==> config.mk <==
export PLATFORM = sky130hd
export DESIGN_NAME = muldiv_seq
export DESIGN_NICKNAME = d
export VERILOG_FILES = /design/src/rtl/muldiv_pkg.sv /design/src/rtl/muldiv_step.sv /design/src/rtl/muldiv_seq.sv
export SDC_FILE = /design/constraint.sdc
export NUM_CORES = 1
export LEC_CHECK = 0
export CAP_MARGIN = 10
export CORE_UTILIZATION = 40
export CTS_CLUSTER_DIAMETER = 50
export CTS_CLUSTER_SIZE = 25
export DETAILED_ROUTE_END_ITERATION = 8
export GPL_ROUTABILITY_DRIVEN = 0
export PLACE_DENSITY = 0.58
export SLEW_MARGIN = 20
export SYNTH_ARGS = -nofsm -noshare
export SYNTH_HDL_FRONTEND = slang
export SYNTH_SLANG_ARGS = --single-unit
==> constraint.sdc <==
create_clock -name clk -period 8.1 [get_ports clk]
set_input_delay 1.62 -clock clk [delete_from_list [all_inputs] [get_ports clk]]
set_output_delay 1.62 -clock clk [all_outputs]
set_load 0.01 [all_outputs]
Fig. 1: M1 wires
Cells faint in the background.
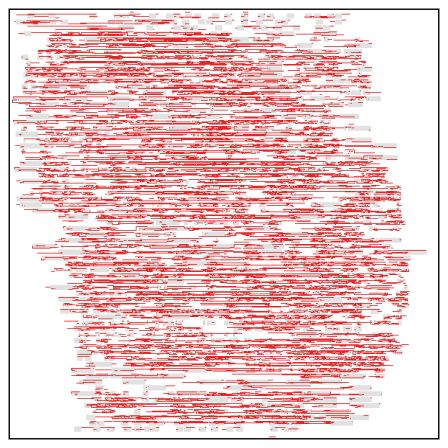
main direction = horizontal
share of all routed wire = 44%
nets with wire on the layer = 2,012
wire length on this layer = 25.1 mm
longest straight run = 76.8 µm
global-route track usage on met1: 0.403
Via Count: 15,700
total wire length: 56,400 µm

Fig. 2: metal 2
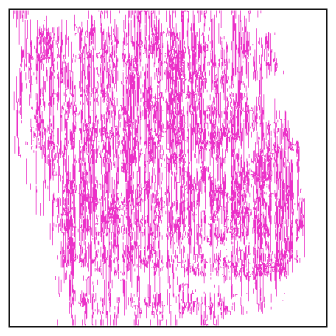
main direction = vertical
wire length on this layer = 25.2 mm
longest straight run = 85.0 µm
share of all routed wire = 45%
nets with wire on the layer = 1,813
met2 track demand over resource in global routing: 0.450

Fig. 3: the metal 3 layer
Cells faint in the background.
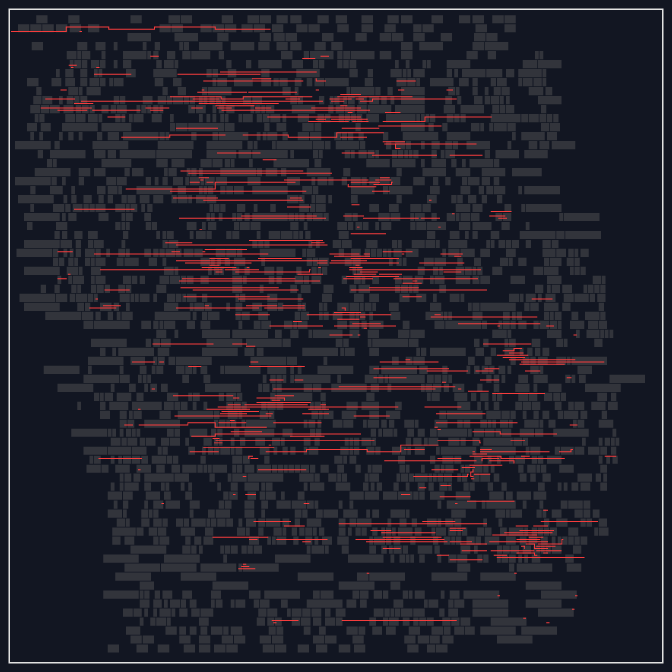
share of all routed wire = 7.2%
longest straight run = 72.9 µm
nets with wire on the layer = 239
wire length on this layer = 4,060 µm
main direction = horizontal
global routing usage on met3: 0.0430

Fig. 4: metal 4
Scale bar: 50 µm. Cells faint in the background.
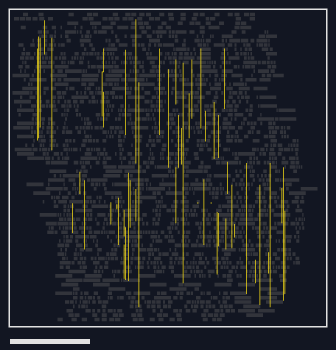
longest straight run = 140 µm
wire length on this layer = 2,140 µm
main direction = vertical
nets with wire on the layer = 47
share of all routed wire = 3.8%

Fig. 5: routing congestion
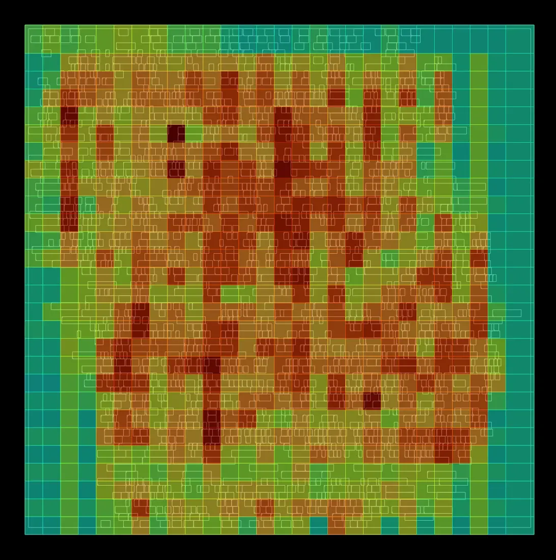
Total GRT Usage: 0.289
final cell utilization of the core: 0.459
wire length per cell after detailed routing: 22.5 µm
busiest grt layer: met2

==> out/qor.yml <==
run_status: "finished, final reports clean"
syn_area_mm2: 0.0153
worst-setup-path-type: "reg2reg"
crit_path_top_delay_cell: "edfxtp_1"
root_buffer: "clkbuf_16"
cts_setup_buffers: 0
clock_insertion_delay_worst_skew_ns: 0.45
synth_flop_count: 142
simple_gate_share: 0.235
flip_flops_with_a_built_in_enable: 100
insertedDiodeCount: 0
synth_stat.cells: 1955
met1Wirelength_um: 25100
syn_inst: 1955
path_clk_slew_ns: 0.07
yosys.stat.seqShare: 0.252
cts.hold.buffers_added: 0
layout.nets: 2132
setup_tns_ns: 0
crit_path_max_fanout: 33
power-top-group: "clock"
vdd_drop_max_v: 0.000171
drv_slew: 0
share_seq_of_total_power: 0.357
xor_share: 0.0982
wl_met3_um: 4060
ios: 105
final_min_period_over_clock_period: 0.739
grt_first_pass_wirelength_um: 86200
detail_route.first_pass.iterations: 6
ff2ff_setup_slack_ns: 2.11
route.antenna.remaining_nets: 0
synth_top_cell_by_area: "edfxtp_1"
detailedRoute.firstIterationViolations: 1845
dieWidth_um: 197
synth-area-yosys_mm2: 0.0153
final_layout_size_suffix_gt1_frac: 0.0625
ys_async_sr_fraction: 0
p_leak_nw: 6.19
final_area_mm2: 0.0172
grt-ovfl-total: 0
grt_max_degree: 77
cp_slowest_stage_delay_ns: 1.02
share_comb_of_total_power: 0.285
max-clock-path-buffers: 2
max_freq_mhz: 167
finalCriticalPeriod_ns: 5.99
fp_util: 0.406
netlist.area_leader.share: 0.197
timing.hold.worst_path_depth: 2
io_buffer_count: 104
route.met2.wl_um: 25200
chip_area_mm2: 0.0389
synth.avg_cell_area_um2: 7.80
row_count: 71
die-height_um: 197
post_dp_cell_area_mm2: 0.0166
power-per-cell-area_mw_per_mm2: 137
worst_path_dominant_cell_family: "simple AND/OR/NAND/NOR gates"
synth_cell_types: 107
worstPathArrival_ns: 6.32
worstMarginPinSlew_ns: 1.11
grt_setup_unrepaired: "no"
seq_power_w: 0.000841
flop_cell: "edfxtp_1"
complex_gate_fraction_of_the_synthesized_area: 0.274
area_growth_syn_to_layout_pct: 13.0
worst_hold_path_type: "reg2reg"
cts_made_buffers: 17
critPathLaunchType: "register"
cp_num_cells: 17
combined_buffer_and_inverter_count_along_the_critical_path: 1
first_global_vias: 14400
cp_cell_sequence: "and2_1 -> ha_1 -> inv_1 -> fa_1 -> nand2b_1 -> a21o_1 -> a211o_1 -> nor4_1 -> o21ai_1 -> a21boi_0 -> mux2_2 -> a21oi_1 -> nand3_1 -> or4_1 -> and3_1 -> o21ai_0 -> a21oi_1"
pwr-share-clk: 0.358
worstPathRequired_ns: 8.43
dp_hpwl_um: 43800
vias_per_cell: 6.26
worst_reg2reg_path_depth: 17
fin_worst_skew_ns: 0.0103
cp_common_cell: "a21oi_1"
report.final.hold_viol_count: 0
clock_sinks: 142
internal_power_w: 0.00157
clock_net_power_w: 0.000845
synth.mux.area_fraction: 0.0263
max-cap-violations: 0
synthTopCellsByArea: "edfxtp_1 (20%), ha_1 (5.8%), xnor2_1 (5.8%), dfxtp_1 (5.5%), a21oi_1 (5.1%)"
maxSlewHeadroom: 0.255
synthesis.nets: 2099
total_power_w: 0.00236
post_synth_fa_ha_maj_area_fraction: 0.0641
capturing_element_type_of_the_critical_path: "register"
clock_tree_from_tritoncts: "yes"
hold_slack_ns: 0.467
finalSetupViolCount: 0
post_cts_resized: 0
power_switching_share: 0.334
antenna_found_initial: 1
synth-warning-count: 0
openroad.warnings: 28
highest_layer: "met5"
coreArea_mm2: 0.0376
final_common_cell: "nand2_1"
clock_tree.htree_level_count: 4
layout.cells.most_common_list: "nand2_1 (204), a21oi_1 (156), o21ai_0 (155)"
detail_route.drc_violations: 0
p_comb_w: 0.000673
synth.logic.top_family: "AND-OR/OR-AND gates"
sw_power_w: 0.000787
-- synthesized netlist by cell type (all sizes together) (46+ instances only) --
master,n
nand2,205
inv,75
o21ai,170
xnor2,101
clkbuf,73
a21oi,158
nor2,149
ha,71
edfxtp,100
nor3,75
nand3,46
and2,57
xor2,70
-- layout make-up --
cell class	count	area, µm²
clock buffer	18	429
clock inverter	14	174
fill	3681	20300
inverter	75	282
multi-input combinational	1627	10700
sequential	142	3840
tap	511	639
timing repair buffer	125	1200
-- per-stage QoR --
stage | setup WS [ns] | cells
6_report | 2.11 | 2512
2_1_floorplan | 2.69 | 1955
4_1_cts | 2.18 | 2512
3_3_place_gp | 1.91 | 2480
5_1_grt | 1.73 | 2512
3_5_place_dp | 1.69 | 2480
Power and IR drop assume default switching activity.
